===== config.mk =====
export PLATFORM = sky130hd
export DESIGN_NAME = id_scoreboard_flat
export DESIGN_NICKNAME = d
export VERILOG_FILES = /design/src/rtl/id_scoreboard_pkg.sv /design/src/rtl/id_scoreboard_if.sv /design/src/rtl/id_opnd_resolve.sv /design/src/rtl/id_scoreboard.sv /design/src/flat_wrapper.sv
export SDC_FILE = /design/constraint.sdc
export NUM_CORES = 1
export LEC_CHECK = 0
export CAP_MARGIN = 10
export CORE_ASPECT_RATIO = 1.5
export CORE_MARGIN = 2
export CORE_UTILIZATION = 40
export CTS_CLUSTER_SIZE = 16
export DETAILED_ROUTE_END_ITERATION = 10
export MAX_ROUTING_LAYER = met4
export PLACE_DENSITY_LB_ADDON = 0.25
export SLEW_MARGIN = 40
export SYNTH_ARGS = -nofsm -noshare
export SYNTH_HDL_FRONTEND = slang
export SYNTH_SLANG_ARGS = --single-unit

===== constraint.sdc =====
create_clock -name clk -period 3.2 [get_ports clk]
set_clock_uncertainty 0.15 [all_clocks]
set_input_delay 0.64 -clock clk [delete_from_list [all_inputs] [get_ports clk]]
set_output_delay 0.64 -clock clk [all_outputs]
set_load 0.01 [all_outputs]

===== src/rtl/id_scoreboard_pkg.sv =====
// Shared defines for the decode-stage operand/hazard logic.
package id_scoreboard_pkg;

  localparam int XLEN_DEF = 32;
  localparam int AW_DEF   = 5;

  localparam logic [XLEN_DEF-1:0] Zero_Word    = 32'h0000_0000;
  localparam logic [AW_DEF-1:0]   Null_RegAddr = 5'd0;
  localparam logic                Enabled      = 1'b1;
  localparam logic                Disabled     = 1'b0;

endpackage


===== src/rtl/id_scoreboard_if.sv =====
// Decoder/pipeline-side bundle of the operand-resolution and hazard unit.
interface id_scoreboard_if #(
  parameter int XLEN = 32,
  parameter int NREG = 32,
  parameter int AW   = 5,
  parameter int NRD  = 2,
  parameter int NFWD = 2
);

  logic                 issue_i;
  logic [NRD-1:0]       rs_read_i;
  logic [NRD*AW-1:0]    rs_addr_i;
  logic [NRD*XLEN-1:0]  rf_data_i;
  logic                 rd_wreg_i;
  logic [AW-1:0]        rd_addr_i;
  logic [NFWD-1:0]      fwd_valid_i;
  logic [NFWD-1:0]      fwd_ready_i;
  logic [NFWD*AW-1:0]   fwd_addr_i;
  logic [NFWD*XLEN-1:0] fwd_data_i;
  logic                 wb_valid_i;
  logic [AW-1:0]        wb_addr_i;
  logic [XLEN-1:0]      wb_data_i;
  logic [NRD*XLEN-1:0]  opnd_o;
  logic                 stallreq_o;
  logic                 issue_fire_o;
  logic [NREG-1:0]      busy_o;
  logic                 err_o;

  modport master (
    output issue_i, rs_read_i, rs_addr_i, rf_data_i, rd_wreg_i, rd_addr_i,
           fwd_valid_i, fwd_ready_i, fwd_addr_i, fwd_data_i,
           wb_valid_i, wb_addr_i, wb_data_i,
    input  opnd_o, stallreq_o, issue_fire_o, busy_o, err_o
  );

  modport slave (
    input  issue_i, rs_read_i, rs_addr_i, rf_data_i, rd_wreg_i, rd_addr_i,
           fwd_valid_i, fwd_ready_i, fwd_addr_i, fwd_data_i,
           wb_valid_i, wb_addr_i, wb_data_i,
    output opnd_o, stallreq_o, issue_fire_o, busy_o, err_o
  );

endinterface


===== src/rtl/id_opnd_resolve.sv =====
// Single source-operand priority mux: zero reg, youngest bypass, writeback, then
// register file; flags a stall when the value is not yet available.
module id_opnd_resolve
  import id_scoreboard_pkg::*;
#(
  parameter int XLEN = XLEN_DEF,
  parameter int AW   = AW_DEF,
  parameter int NFWD = 2
) (
  input  logic                 rs_read,
  input  logic [AW-1:0]        rs_addr,
  input  logic [XLEN-1:0]      rf_data,
  input  logic [NFWD-1:0]      fwd_valid,
  input  logic [NFWD-1:0]      fwd_ready,
  input  logic [NFWD*AW-1:0]   fwd_addr,
  input  logic [NFWD*XLEN-1:0] fwd_data,
  input  logic                 wb_valid,
  input  logic [AW-1:0]        wb_addr,
  input  logic [XLEN-1:0]      wb_data,
  input  logic                 reg_busy,
  output logic [XLEN-1:0]      opnd,
  output logic                 stall
);

  logic            hit_s;
  logic [XLEN-1:0] opnd_s;
  logic            stall_s;

  // First matching source wins; a non-ready youngest match blocks older sources.
  always_comb begin
    hit_s   = Disabled;
    opnd_s  = {XLEN{1'b0}};
    stall_s = Disabled;
    if (!rs_read || (rs_addr == {AW{1'b0}})) begin
      hit_s = Enabled;
    end else begin
      for (int j = 0; j < NFWD; j++) begin
        if (!hit_s && fwd_valid[j] && (fwd_addr[j*AW +: AW] == rs_addr)) begin
          hit_s = Enabled;
          if (fwd_ready[j]) begin
            opnd_s = fwd_data[j*XLEN +: XLEN];
          end else begin
            stall_s = Enabled;
          end
        end else begin
          hit_s = hit_s;
        end
      end
      if (hit_s) begin
        stall_s = stall_s;
      end else if (wb_valid && (wb_addr == rs_addr)) begin
        opnd_s = wb_data;
      end else if (reg_busy) begin
        stall_s = Enabled;
      end else begin
        opnd_s = rf_data;
      end
    end
  end

  assign opnd  = opnd_s;
  assign stall = stall_s;

endmodule


===== src/rtl/id_scoreboard.sv =====
// Decode-stage scoreboard: per-register pending-write counters, operand
// resolution for NRD ports and the resulting issue stall.
module id_scoreboard
  import id_scoreboard_pkg::*;
#(
  parameter int XLEN  = XLEN_DEF,
  parameter int NREG  = 32,
  parameter int AW    = AW_DEF,
  parameter int NRD   = 2,
  parameter int NFWD  = 2,
  parameter int CNT_W = 2
) (
  input logic            clk,
  input logic            rst,
  id_scoreboard_if.slave sb
);

  logic [CNT_W-1:0] pending_r [NREG];
  logic             err_r;
  logic [NREG-1:0]  busy_s;
  logic [NREG-1:0]  inc_s;
  logic [NREG-1:0]  dec_s;
  logic [XLEN-1:0]  opnd_s [NRD];
  logic [NRD-1:0]   port_stall_s;
  logic             sat_s;
  logic             stall_s;
  logic             fire_s;

  // Busy map and per-register increment/decrement requests.
  always_comb begin
    busy_s = {NREG{1'b0}};
    inc_s  = {NREG{1'b0}};
    dec_s  = {NREG{1'b0}};
    for (int r = 1; r < NREG; r++) begin
      busy_s[r] = (pending_r[r] != {CNT_W{1'b0}});
      inc_s[r]  = fire_s && sb.rd_wreg_i && (sb.rd_addr_i == AW'(r));
      dec_s[r]  = sb.wb_valid_i && (sb.wb_addr_i == AW'(r));
    end
  end

  for (genvar k = 0; k < NRD; k++) begin : g_port
    id_opnd_resolve #(.XLEN(XLEN), .AW(AW), .NFWD(NFWD)) u_resolve (
      .rs_read   (sb.rs_read_i[k]),
      .rs_addr   (sb.rs_addr_i[k*AW +: AW]),
      .rf_data   (sb.rf_data_i[k*XLEN +: XLEN]),
      .fwd_valid (sb.fwd_valid_i),
      .fwd_ready (sb.fwd_ready_i),
      .fwd_addr  (sb.fwd_addr_i),
      .fwd_data  (sb.fwd_data_i),
      .wb_valid  (sb.wb_valid_i),
      .wb_addr   (sb.wb_addr_i),
      .wb_data   (sb.wb_data_i),
      .reg_busy  (busy_s[sb.rs_addr_i[k*AW +: AW]]),
      .opnd      (opnd_s[k]),
      .stall     (port_stall_s[k])
    );
  end

  // Saturated destination counter blocks issue; the stall gates the increment.
  always_comb begin
    sat_s   = sb.rd_wreg_i && (sb.rd_addr_i != {AW{1'b0}}) &&
              (pending_r[sb.rd_addr_i] == {CNT_W{1'b1}});
    stall_s = sb.issue_i && ((|port_stall_s) || sat_s);
    fire_s  = sb.issue_i && !stall_s;
  end

  // Flatten per-port operands onto the bus.
  always_comb begin
    sb.opnd_o = {NRD*XLEN{1'b0}};
    for (int k = 0; k < NRD; k++) begin
      sb.opnd_o[k*XLEN +: XLEN] = opnd_s[k];
    end
  end

  assign sb.stallreq_o   = stall_s;
  assign sb.issue_fire_o = fire_s;
  assign sb.busy_o       = busy_s;
  assign sb.err_o        = err_r;

  // Pending counters and sticky underflow error; simultaneous inc/dec cancel.
  always_ff @(posedge clk) begin
    if (rst) begin
      for (int r = 0; r < NREG; r++) begin
        pending_r[r] <= {CNT_W{1'b0}};
      end
      err_r <= Disabled;
    end else begin
      for (int r = 0; r < NREG; r++) begin
        if (r == 0) begin
          pending_r[r] <= {CNT_W{1'b0}};
        end else if (inc_s[r] && !dec_s[r]) begin
          pending_r[r] <= pending_r[r] + CNT_W'(1);
        end else if (dec_s[r] && !inc_s[r] && busy_s[r]) begin
          pending_r[r] <= pending_r[r] - CNT_W'(1);
        end else begin
          pending_r[r] <= pending_r[r];
        end
      end
      err_r <= err_r | (|(dec_s & ~inc_s & ~busy_s));
    end
  end

endmodule

===== src/flat_wrapper.sv =====
// flat-port wrapper written by rule: the top's interface ports become plain ports
module id_scoreboard_flat import id_scoreboard_pkg::*;
#(
  parameter int XLEN  = XLEN_DEF,
  parameter int NREG  = 32,
  parameter int AW    = AW_DEF,
  parameter int NRD   = 2,
  parameter int NFWD  = 2,
  parameter int CNT_W = 2
)
  (clk, rst, sb_issue_i, sb_rs_read_i, sb_rs_addr_i, sb_rf_data_i, sb_rd_wreg_i, sb_rd_addr_i, sb_fwd_valid_i, sb_fwd_ready_i, sb_fwd_addr_i, sb_fwd_data_i, sb_wb_valid_i, sb_wb_addr_i, sb_wb_data_i, sb_opnd_o, sb_stallreq_o, sb_issue_fire_o, sb_busy_o, sb_err_o);
  id_scoreboard_if #(.XLEN(XLEN), .NREG(NREG), .AW(AW), .NRD(NRD), .NFWD(NFWD)) sb_i ();
  input logic clk;
  input logic rst;
  input wire logic [$bits(sb_i.issue_i)-1:0] sb_issue_i;
  input wire logic [$bits(sb_i.rs_read_i)-1:0] sb_rs_read_i;
  input wire logic [$bits(sb_i.rs_addr_i)-1:0] sb_rs_addr_i;
  input wire logic [$bits(sb_i.rf_data_i)-1:0] sb_rf_data_i;
  input wire logic [$bits(sb_i.rd_wreg_i)-1:0] sb_rd_wreg_i;
  input wire logic [$bits(sb_i.rd_addr_i)-1:0] sb_rd_addr_i;
  input wire logic [$bits(sb_i.fwd_valid_i)-1:0] sb_fwd_valid_i;
  input wire logic [$bits(sb_i.fwd_ready_i)-1:0] sb_fwd_ready_i;
  input wire logic [$bits(sb_i.fwd_addr_i)-1:0] sb_fwd_addr_i;
  input wire logic [$bits(sb_i.fwd_data_i)-1:0] sb_fwd_data_i;
  input wire logic [$bits(sb_i.wb_valid_i)-1:0] sb_wb_valid_i;
  input wire logic [$bits(sb_i.wb_addr_i)-1:0] sb_wb_addr_i;
  input wire logic [$bits(sb_i.wb_data_i)-1:0] sb_wb_data_i;
  output wire logic [$bits(sb_i.opnd_o)-1:0] sb_opnd_o;
  output wire logic [$bits(sb_i.stallreq_o)-1:0] sb_stallreq_o;
  output wire logic [$bits(sb_i.issue_fire_o)-1:0] sb_issue_fire_o;
  output wire logic [$bits(sb_i.busy_o)-1:0] sb_busy_o;
  output wire logic [$bits(sb_i.err_o)-1:0] sb_err_o;
  assign sb_i.issue_i = sb_issue_i;
  assign sb_i.rs_read_i = sb_rs_read_i;
  assign sb_i.rs_addr_i = sb_rs_addr_i;
  assign sb_i.rf_data_i = sb_rf_data_i;
  assign sb_i.rd_wreg_i = sb_rd_wreg_i;
  assign sb_i.rd_addr_i = sb_rd_addr_i;
  assign sb_i.fwd_valid_i = sb_fwd_valid_i;
  assign sb_i.fwd_ready_i = sb_fwd_ready_i;
  assign sb_i.fwd_addr_i = sb_fwd_addr_i;
  assign sb_i.fwd_data_i = sb_fwd_data_i;
  assign sb_i.wb_valid_i = sb_wb_valid_i;
  assign sb_i.wb_addr_i = sb_wb_addr_i;
  assign sb_i.wb_data_i = sb_wb_data_i;
  assign sb_opnd_o = sb_i.opnd_o;
  assign sb_stallreq_o = sb_i.stallreq_o;
  assign sb_issue_fire_o = sb_i.issue_fire_o;
  assign sb_busy_o = sb_i.busy_o;
  assign sb_err_o = sb_i.err_o;
  id_scoreboard #(.XLEN(XLEN), .NREG(NREG), .AW(AW), .NRD(NRD), .NFWD(NFWD), .CNT_W(CNT_W)) u_core (.clk(clk), .rst(rst), .sb(sb_i));
endmodule

Run 1, floorplan with the power grid:
Drawn at 2 px/um. Pins as bars on the die edge.
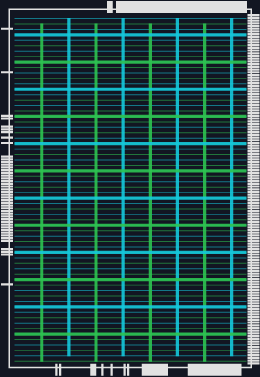
Key: VSS = green; VDD = cyan
The core has 63 rows. 64 met1 rails follow the rows. 300 signal pins sit on the boundary. 8 straps on met4. 12 straps on met5.

Run 1, placed cells, one color a class:
Drawn at 1.5 px/um. Fill, decap, tap and diode cells in gray.
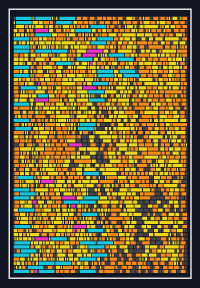
Key: clock drivers and dummy loads = magenta [cells 16, share of their area 1.7%]; flip-flops = cyan [cells 63, share of their area 11%]; other buffers and delay cells = orange [cells 727, share of their area 40%]; all other logic = yellow [cells 901, share of their area 47%]
post-route standard cell area excluding fillers: 17300 um^2
flop share of the area: 10.9%
post-layout utilization of the core: 87.0%

Run 1, clock distribution:
Drawn at 3 px/um.
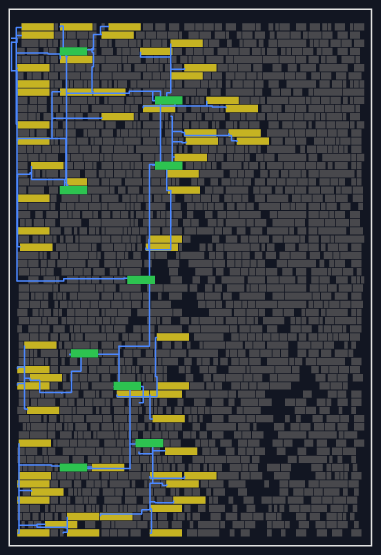
Key: cells driving clock nets = green [count 9]; flip-flops = yellow [count 63]; clock wires = blue [length 1080 um]
There are 10 routed clock nets.

## run 1: worst min-delay path by stage
stage	start	endpoint
5_1_grt	u_core.pending_r[3][0]	u_core.pending_r[3][0]
6_report	u_core.pending_r[3][0]	u_core.pending_r[3][0]
4_1_cts	u_core.pending_r[15][0]	u_core.pending_r[15][0]
3_3_place_gp	u_core.pending_r[15][0]	u_core.pending_r[15][0]
2_1_floorplan	u_core.pending_r[17][0]	u_core.pending_r[17][0]
3_5_place_dp	u_core.pending_r[27][0]	u_core.pending_r[27][0]
## run 1: state kept, by name, summed over array words and instances, names as in the netlist
register and count:
u_core.pending_r 62, u_core.sb.err_o 1
## run 1: cell families after synthesis
| group | Yosys count | synth area share (%) |
|---|---|---|
| AND-OR/OR-AND | 354 | 32.7 |
| XOR/XNOR | 46 | 4.97 |
| adder cells (fa/ha/maj) | 1 | 0.154 |
| buffers and inverters | 125 | 6.78 |
| flip-flops | 63 | 23.2 |
| multiplexers | 30 | 5.02 |
| other | 1 | 0.0463 |
| AND/OR/NAND/NOR | 439 | 27.1 |
## run 1: report_power, final
part,switching (mW),internal (mW)
sequential,0.0390,0.981
combinational,1.27,1.27
clock,0.398,0.600
total,1.71,2.86
## run 1: metal layers
metal	vias to the layer above	part of all wire, %
met4	0	11
li1	5376	-
met1	6160	31
met5	-	0
met3	487	11
met2	1170	47
## run 1: area by class of cell
cell class              instances  area (um^2)
multi-input cells             872         7780
clock buffers                  10          229
inverters                      29          121
flip-flops and latches         63         1880
clock inverters                 6         61.3
diodes                         15         37.5
repair buffers                727         6840
fillers                       989         2590
well taps                     260          325
## run 1: worst max-delay path, delay by kind of cell (launching register included)
kind | cells | cell delay, ns
AND-OR/OR-AND | 6 | 1.17
AND/OR/NAND/NOR | 4 | 1.15
buffers and inverters | 6 | 0.83
flip-flops | 1 | 0.42
==> results.yml, run 1 <==
# yosys + openroad results
final_timing:
  final-setup-viol-count: 161
  period_needed_ns: 3.89
  layout_setup_ws_ns: -0.693
cts:
  cts_inserted_buffers: 9
  tritoncts: "done"
  clock_root_buffer: "clkbuf_16"
global_routing:
  globalRoute.busiestLayer: "met2"
  met3_usage_pct: 12.8
critical_path:
  crit_path_max_delay_cell_type: "nor2_1"
  r2r_start: "u_core.pending_r[20][0]"
  arrival_ns: 3.95
  largest_fanout_on_the_critical_path: 5
floorplan:
  rows: 63
place:
  placed_area_um2: 14000
  hpwl_mm: 34.2
  placement.io_buffers: 298
synth:
  synthesis.yosys.warnings: 0
  synth_top_cell_by_count: "nor2_1"
outcome:
  failed_checks: "setup timing"
  outcome: "complete, but fails checks"
cells_and_area:
  nets: 1904
route:
  firstDrtPassIters: 6
==> run 1 -> run 2 <==
- SKIP_LAST_GASP: default -> 1
Run 2, metal layers overlaid:
Drawn at 2 px/um. Two of the layers only.
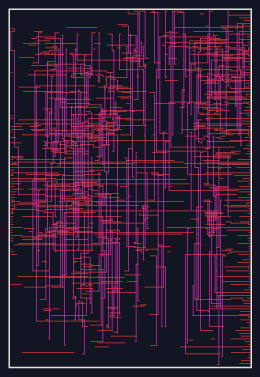
Key: met3 = red [wire length 5830 um]; met4 = magenta [wire length 6050 um]

==> run 2 against run 1 <==
The run still ends with setup timing left. Fmax up 2.3%. Worst hold slack better by 0.0053 ns. Utilization down 1.1 points. Power down 1.2%. Synthesized area unchanged. Critical path type is now register to primary output.
==> results.yml, run 2 <==
# yosys + openroad results
outcome:
  outcome: "complete, but fails checks"
  failed_checks: "setup timing"
cells_and_area:
  number_of_flip_flops_in_the_largest_register: 62
  nets: 1896
  max_flop_register: "u_core.pending_r"
  final_util_pct: 85.9
  layout.filler_cells: 1030
  layout.cell_area.non_filler_um2: 17100
critical_path:
  arrival_ns: 3.01
  gate_family_responsible_for_the_most_delay_along_the_worst_path: "multiplexers"
  largest_fanout_on_the_critical_path: 6
  critPathBufInv: 5
  crit_path_max_delay_cell_type: "mux4_2"
synth:
  synth_top_cell_by_count: "nor2_1"
  post-synth-top-area-cell: "edfxtp_1"
  fa_ha_area_share_pct: 0.154
  ys_sh_mux_pct: 5.02
  post_synth_ao_oa_area_fraction_pct: 32.7
  simple_gate_area_share_pct: 27.1
  synth.logic.top_family: "AND-OR/OR-AND gates"
  synthesis.yosys.warnings: 0
  synth_xor_xnor_area_share_pct: 4.97
final_timing:
  period_needed_ns: 3.80
  layout_setup_ws_ns: -0.604
  final-setup-viol-count: 159
cts:
  clock_root_buffer: "clkbuf_16"
  tritoncts: "done"
  cts_inserted_buffers: 9
  worstSkewPairLatency_ns: 0.35
floorplan:
  rows: 63
  core_um2: 19900
flow_run:
  warnings: 30
route:
  firstDrtPassIters: 9
  dr_total_vias: 12900
place:
  hpwl_mm: 34.2
  placement.io_buffers: 298
-- run 2: cell counts after synthesis --
Identical to the previous run, type by type.
-- run 2: layer usage --
layer / GRT usage (%) / share of wire (%)
met5: - / 0
met4: 34.7 / 11
met1: 44.6 / 31
met2: 75.5 / 47
met3: 12.1 / 11
-- run 2: area by class of cell --
| class | instances | area, um^2 | area share [%] |
|---|---|---|---|
| clock buffer | 10 | 229 | 1.34 |
| timing repair buffer | 719 | 6720 | 39.4 |
| multi-input combinational | 872 | 7690 | 45.1 |
| clock inverter | 6 | 61.3 | 0.359 |
| tap | 260 | 325 | 1.91 |
| inverter | 29 | 121 | 0.711 |
| antenna | 16 | 40.0 | 0.235 |
| sequential | 63 | 1880 | 11.0 |
-- run 2: metrics by stage --
step                      setup WS, ns  std cells  TNS [ns]  total power [mW]
after detailed placement         -1.38       1839   -158.75              2.91
after global placement           -1.39       1839   -154.64              2.88
after global routing            -0.684       1971    -69.16              4.62
final                           -0.604       1975    -61.98              4.51
after CTS                       -0.601       1940    -50.92              4.18
after floorplan                 -0.168       1059     -5.54              1.86
-- run 2: final timing paths --
kind	startpoint	end	slack (ns)	cells after the start
hold reg to reg	u_core.pending_r[3][0]	u_core.pending_r[3][0]	0.53	2
setup / recovery	u_core.pending_r[17][0]	sb_opnd_o[25]	-0.60	14
hold / removal	u_core.pending_r[3][0]	u_core.pending_r[3][0]	0.53	2
setup reg to reg	u_core.pending_r[13][0]	u_core.sb.err_o	-0.56	15
-- run 2: power by group --
group	internal, mW	switching [mW]
combinational	1.25	1.25
clock	0.600	0.390
sequential	0.981	0.0365
total	2.83	1.68
-- run 2: tightest hold or removal path: cells and delay by family, from the launching register on --
family                 cells  cell delay (ns)
buffers and inverters      1             0.13
flip-flops                 1             0.34
AND/OR/NAND/NOR            1             0.05
Power and IR drop assume default switching activity.
